`src/rtl/dm_arbiter.sv`:
```
// Single-port data-memory arbiter between the CPU M-stage and an external
// loader/debug port. The CPU has priority, and a wait counter stops it from starving the external port.
module dm_arbiter #(
   parameter int AW       = 7,
   parameter int DW       = 32,
   parameter int MAX_WAIT = 4
) (
   input  logic          clk,
   input  logic          clear,
   input  logic          cpu_req,
   input  logic          cpu_we,
   input  logic [AW-1:0] cpu_addr,
   input  logic [DW-1:0] cpu_wdata,
   output logic [DW-1:0] cpu_rdata,
   output logic          cpu_stall,
   input  logic          ext_valid,
   input  logic          ext_we,
   input  logic [AW-1:0] ext_addr,
   input  logic [DW-1:0] ext_wdata,
   output logic          ext_ready,
   output logic [DW-1:0] ext_rdata,
   output logic          ext_rvalid,
   output logic [AW-1:0] dm_addr,
   output logic          dm_write,
   output logic [DW-1:0] dm_wdata,
   input  logic [DW-1:0] dm_rdata
);

   typedef enum logic [1:0] {
      GNT_NONE = 2'd0,
      GNT_CPU  = 2'd1,
      GNT_EXT  = 2'd2
   } grant_e;

   localparam logic [3:0] MAX_WAIT_C = 4'(MAX_WAIT);

   grant_e        grant_s;
   logic [3:0]    wait_cnt_r;
   logic          rvalid_r;
   logic [DW-1:0] rdata_r;
   logic          ext_rd_xfer_s;

   // Grant decision: a starved external port overrides the CPU's priority
   always_comb begin
      grant_s = GNT_NONE;
      if (ext_valid && (wait_cnt_r == MAX_WAIT_C)) begin
         grant_s = GNT_EXT;
      end else if (cpu_req) begin
         grant_s = GNT_CPU;
      end else if (ext_valid) begin
         grant_s = GNT_EXT;
      end else begin
         grant_s = GNT_NONE;
      end
   end

   // Memory-side mux; with no grant the CPU fields are presented with write off
   always_comb begin
      dm_addr  = cpu_addr;
      dm_wdata = cpu_wdata;
      dm_write = 1'b0;
      case (grant_s)
         GNT_CPU: begin
            dm_addr  = cpu_addr;
            dm_wdata = cpu_wdata;
            dm_write = cpu_we;
         end
         GNT_EXT: begin
            dm_addr  = ext_addr;
            dm_wdata = ext_wdata;
            dm_write = ext_we;
         end
         default: begin
            dm_addr  = cpu_addr;
            dm_wdata = cpu_wdata;
            dm_write = 1'b0;
         end
      endcase
   end

   assign cpu_rdata     = dm_rdata;
   assign cpu_stall     = cpu_req && (grant_s != GNT_CPU);
   assign ext_ready     = (grant_s == GNT_EXT);
   assign ext_rd_xfer_s = ext_valid && ext_ready && !ext_we;
   // A clear in the cycle after a read transfer suppresses the pending pulse
   assign ext_rvalid    = rvalid_r && !clear;
   assign ext_rdata     = rdata_r;

   // Wait counter counts cycles the external port loses to the CPU
   always_ff @(posedge clk) begin
      if (clear) begin
         wait_cnt_r <= 4'd0;
      end else if (ext_valid && (grant_s == GNT_CPU)) begin
         if (wait_cnt_r < MAX_WAIT_C) begin
            wait_cnt_r <= wait_cnt_r + 4'd1;
         end else begin
            wait_cnt_r <= MAX_WAIT_C;
         end
      end else begin
         wait_cnt_r <= 4'd0;
      end
   end

   // External read-data capture and one-cycle valid pulse
   always_ff @(posedge clk) begin
      if (clear) begin
         rvalid_r <= 1'b0;
         rdata_r  <= {DW{1'b0}};
      end else if (ext_rd_xfer_s) begin
         rvalid_r <= 1'b1;
         rdata_r  <= dm_rdata;
      end else begin
         rvalid_r <= 1'b0;
         rdata_r  <= rdata_r;
      end
   end

endmodule

```
`config.mk`:
```
export PLATFORM = sky130hd
export DESIGN_NAME = dm_arbiter
export DESIGN_NICKNAME = d
export VERILOG_FILES = /design/src/rtl/dm_arbiter.sv
export SDC_FILE = /design/constraint.sdc
export NUM_CORES = 1
export LEC_CHECK = 0
export CAP_MARGIN = 40
export CORE_MARGIN = 2
export CORE_UTILIZATION = 34
export CTS_CLUSTER_SIZE = 14
export DETAILED_ROUTE_END_ITERATION = 16
export PLACE_DENSITY = 0.92
export SETUP_SLACK_MARGIN = 0.5
export SYNTH_ARGS = -nofsm -noshare
export SYNTH_HDL_FRONTEND = slang
export SYNTH_SLANG_ARGS = --single-unit
export TNS_END_PERCENT = 50
```
`constraint.sdc`:
```
create_clock -name clk -period 3.84 [get_ports clk]
set_clock_uncertainty 0.05 [all_clocks]
set_input_delay 0.384 -clock clk [delete_from_list [all_inputs] [get_ports clk]]
set_output_delay 0.384 -clock clk [all_outputs]
set_load 0.02 [all_outputs]
```
Run 1, routing congestion map:
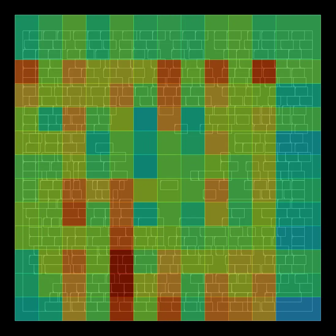
GRT met2 Usage: 34.06%
Final Core Density: 66.65%
met3 Use GR: 4.063%

Run 1, gate-type map:
(3 px per um)
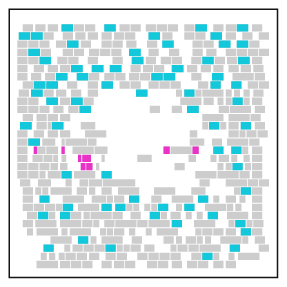
[cyan] mux cells | cells: 71 | most used: mux2_2 | where: widely spread
[magenta] nor cells | cells: 8 | most used: nor2_1
fin cells: 526
Comb area share: 29.05%
Commonest Layout Cell: clkdlybuf4s50_1

==> impl_metrics.env, run 1 <==
# source this file to load flow results
export IMPL_rsz0062_at_grt="no"
export IMPL_root_buffer="clkbuf_8"
export IMPL_antennaDiodeCount=0
export IMPL_yosysWarnings=0
export IMPL_dieWidth_um=88.91
export IMPL_timing_critical_path_mode_cell="ha_1"
export IMPL_overflow=0
export IMPL_antenna_found_initial=0
export IMPL_wl_per_cell_um=15.00
export IMPL_crit_family="buffers and inverters"
export IMPL_r2r_start="wait_cnt_r[0]"
export IMPL_cts_buffers=5
export IMPL_fin_total_pwr_mw=1.120
export IMPL_top_usage_layer="met2"
export IMPL_dp_hpwl_um=6462
export IMPL_p_leak_nw=1.644
export IMPL_nets=550
export IMPL_endpoint_kind="output port"
export IMPL_drive_gt1_share_pct=12.09
export IMPL_cp_slowest_cell="clkdlybuf4s50_1"
export IMPL_hold_violations=0
export IMPL_hp_class="register to register"
export IMPL_status="finished clean"
export IMPL_pre_cts_slack_ns=0.7096
export IMPL_io_pins=223
Run 1, where the registers sit:
(6 px per um)
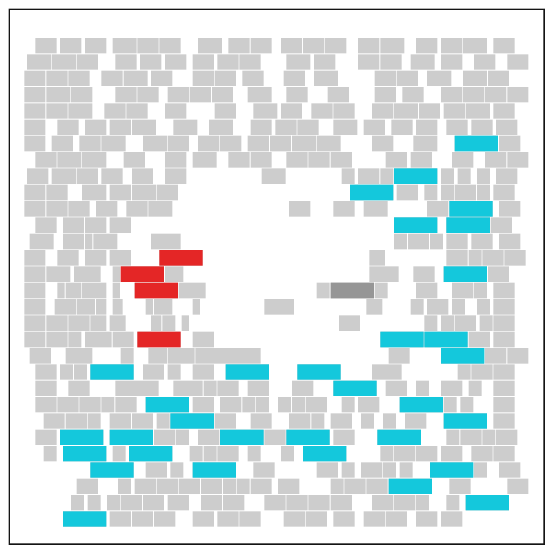
[cyan] ext_rdata | sequential cells: 32
[red] wait_cnt_r | sequential cells: 4 | where: west
not colored: 1
total sequential power: 0.392 mW
Seq area share: 16.18%
sequential cell area: 740.7 um2

run 1: area by class of cell:
| class | instances | area, um2 | share of cell area [%] |
|---|---|---|---|
| sequential | 37 | 740.7 | 16.18 |
| clock inverter | 3 | 46.29 | 1.011 |
| clock buffer | 5 | 68.82 | 1.503 |
| tap | 96 | 120.1 | 2.624 |
| multi-input combinational | 157 | 1330 | 29.05 |
| timing repair buffer | 225 | 2261 | 49.39 |
| inverter | 3 | 11.26 | 0.2460 |
run 1: where the power goes:
group	internal, mW	switching (mW)	total (mW)
Clock	0.194	0.143	0.337
Sequential	0.389	0.00314	0.392
Combinational	0.240	0.151	0.391
Total	0.823	0.297	1.12
run 1: how the worst max path moves through the flow:
| stage | from | endpoint | slack (ns) | depth (start not counted) |
|---|---|---|---|---|
| final | wait_cnt_r[0] | dm_addr[0] | 0.71 | 8 |
| after global routing | wait_cnt_r[0] | dm_addr[0] | 0.60 | 8 |
| after CTS | wait_cnt_r[0] | dm_addr[0] | 0.61 | 8 |
| after detailed placement | ext_valid | dm_addr[0] | 0.71 | 6 |
| after global placement | ext_valid | dm_addr[0] | 0.76 | 6 |
| after floorplan | wait_cnt_r[0] | dm_wdata[21] | 1.46 | 8 |
run 1: layer usage:
layer	share of wire (%)	vias to the layer above	wire length [um]
met4	0.75	0	59
li1	-	1144	-
met5	0	-	0
met2	56	87	4391
met3	5.8	5	461
met1	38	1028	2978
run 1: cells in the mapped netlist:
master    instances
a21o_2            1
a21oi_1           1
a22oi_1           1
and3b_1           2
buf_12            3
buf_2             2
buf_4            34
buf_6             2
clkbuf_1          6
conb_1            1
dfxtp_1          37
ha_1              5
inv_1             3
mux2_2           39
mux2i_1          32
nand2b_1         64
nand3b_1          1
nor2_1            3
nor2b_1           2
nor3_1            1
nor4_1            1
nor4b_1           1
o21a_1            1
o21ai_0           1
run 1: flip-flops by register name, indices dropped and copies added (netlist names):
| register | flops |
|---|---|
| ext_rdata | 32 |
| rvalid_r | 1 |
| wait_cnt_r | 4 |
run 1: logic make-up after synthesis:
| family | count (synthesis) | synth area share (%) |
|---|---|---|
| simple gates | 75 | 19.14 |
| compound gates | 5 | 1.378 |
| flops | 37 | 30.22 |
| other cells | 1 | 0.1530 |
| mux | 71 | 30.99 |
| fa+ha+maj | 5 | 2.552 |
| buf+inv | 50 | 15.57 |
run 1: through the flow:
step / utilization [%] / instance area (um2) / hold WS, ns
3_3_place_gp: 64.63 / 4439 / 0.3885
3_5_place_dp: 64.92 / 4459 / 0.4136
4_1_cts: 66.59 / 4574 / 0.4245
6_report: 66.65 / 4578 / 0.4196
5_1_grt: 66.65 / 4578 / 0.4362
2_1_floorplan: - / 2451 / 0.3797
run 1: what timing repair did:
item,CTS,global route
endpoints found under the setup margin,0,1
setup buffers,0,0
gates resized,0,1
hold buffers,0,0
endpoints found under the hold margin,0,0
==> run 1 -> run 2 <==
Settings changed: CORE_UTILIZATION 34 to 31, PLACE_DENSITY 0.92 to 0.85.
Clock period 3.84 ns to 3.3 ns, I/O delays scaled along.
Run 2, the metal 1 layer:
(3 px per um)
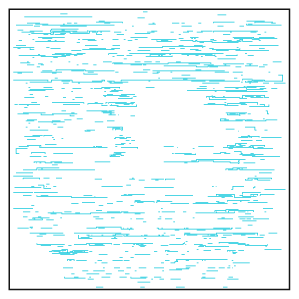
main direction: horizontal
longest straight run: 34.5 um

==> run 2 against run 1 <==
Net effect: clock power decreased by 6.5%; critical path depth unchanged; die area increased by 9.2%; utilization decreased by 6.9 points; design area increased by 0.38%; total power increased by 7.8%; setup slack got worse by 0.15 ns; synthesized cell count unchanged; flip-flop count unchanged; sequential power increased by 17%; largest cell class unchanged.
==> impl_metrics.env, run 2 <==
# source this file to load flow results
export IMPL_status="finished clean"
export IMPL_synthAdderAreaFrac_pct=2.552
export IMPL_p_switching_mw=0.3256
export IMPL_yosysMostFrequentCell="nand2b_1"
export IMPL_antenna_found_initial=0
export IMPL_mux_area_share_pct=30.99
export IMPL_drive_gt1_share_pct=11.89
export IMPL_worst_pin_slew_ns=0.5569
export IMPL_hp_class="register to register"
export IMPL_ys_sh_simple_pct=19.14
export IMPL_xor_share_pct=0
export IMPL_p_seq_share_pct=37.8
export IMPL_aoi_share_pct=1.378
export IMPL_dieWidth_um=92.92
export IMPL_rsz0062_at_grt="yes"
export IMPL_synthTopLogicFamily="multiplexers"
export IMPL_ff_type="dfxtp_1"
export IMPL_cts_buffers=5
export IMPL_combPwrFrac_pct=36.1
export IMPL_r2r_start="wait_cnt_r[0]"
export IMPL_wl_per_cell_um=14.38
export IMPL_stdcell_area_um2=4596
export IMPL_p_int_mw=0.8818
export IMPL_async_reset_ff_share_pct=0
export IMPL_nets=550
export IMPL_top_cells_by_count="nand2b_1 (64), mux2_2 (39), dfxtp_1 (37)"
export IMPL_power_switching_share_pct=26.97
export IMPL_place_area_um2=4479
export IMPL_synth_edff_count=0
export IMPL_lay_top_count="clkdlybuf4s50_1"
export IMPL_p_clk_share_pct=26.1
export IMPL_yosysWarnings=0
export IMPL_pre_cts_slack_ns=0.4830
export IMPL_post_cts_buffers=0
export IMPL_p_leak_nw=1.844
export IMPL_crit_type="register to output port"
export IMPL_dp_hpwl_um=6158
export IMPL_root_buffer="clkbuf_8"
Run 2, gate-type map:
(3 px per um)
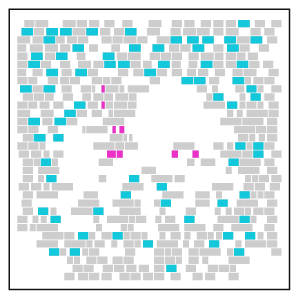
Comb area share: 28.94%
fin cells: 531

-- run 2: cell counts after synthesis --
Identical to the previous run, type by type.
-- run 2: critical path, stage by stage, from the launching register on --
cell and delay (ns):
dfxtp_1 0.36, inv_1 0.05, ha_1 0.18, and3b_1 0.22
a21o_2 0.23, ha_1 0.22, buf_12 0.19, mux2_2 0.28
dlygate4sd2_1 0.34
-- run 2: what timing repair did --
action | in CTS | in global routing
setup endpoints to repair | 39 | 41
gates resized | 19 | 20
hold buffers | 0 | 0
-- run 2: worst max-delay path by stage --
stage,start,to,slack [ns],cells after the start
after floorplan,wait_cnt_r[0],dm_wdata[21],0.97,8
after global placement,ext_valid,dm_addr[0],0.53,6
after detailed placement,ext_valid,dm_wdata[4],0.48,6
after CTS,wait_cnt_r[0],dm_wdata[16],0.32,8
after global routing,wait_cnt_r[0],dm_wdata[20],0.41,8
final,wait_cnt_r[0],dm_addr[0],0.55,8
-- run 2: logic make-up (layout without fill, tap and decap cells) --
logic type      count (synthesis)  in the layout
simple gates                   75             75
mux                            71             71
buf+inv                        50            235
flops                          37             37
fa+ha+maj                       5              5
compound gates                  5              5
other cells                     1              1
-- run 2: power groups by stage --
stage               logic (mW)  registers (mW)  clock network [mW]
floorplan                0.202           0.473                   0
global placement         0.448           0.467                   0
detailed placement       0.454           0.467                   0
CTS                      0.444           0.457               0.329
global route             0.461           0.458               0.351
finish                   0.436           0.457               0.315
-- run 2: per-layer routing --
metal | part of all wire, % | vias to the layer above | GRT usage (%)
met5 | 0 | - | 0
li1 | - | 1145 | -
met2 | 55 | 91 | 30.98
met3 | 6.9 | 6 | 4.638
met1 | 37 | 1071 | 17.80
met4 | 1.1 | 0 | 4.167
-- run 2: area by class of cell --
type | instances | area [um2]
well taps | 102 | 127.6
flip-flops and latches | 37 | 740.7
fillers | 677 | 3092
repair buffers | 225 | 2296
clock buffers | 6 | 82.58
multi-input cells | 157 | 1330
inverters | 3 | 11.26
clock inverters | 1 | 7.507
-- run 2: per-stage QoR --
step	hold WS (ns)	util, %
floorplan	0.3797	-
finish	0.4231	59.78
detailed placement	0.4136	58.27
global placement	0.3903	58.27
global route	0.4432	59.78
CTS	0.4276	59.13
Power is estimated from default activity; no workload was simulated.
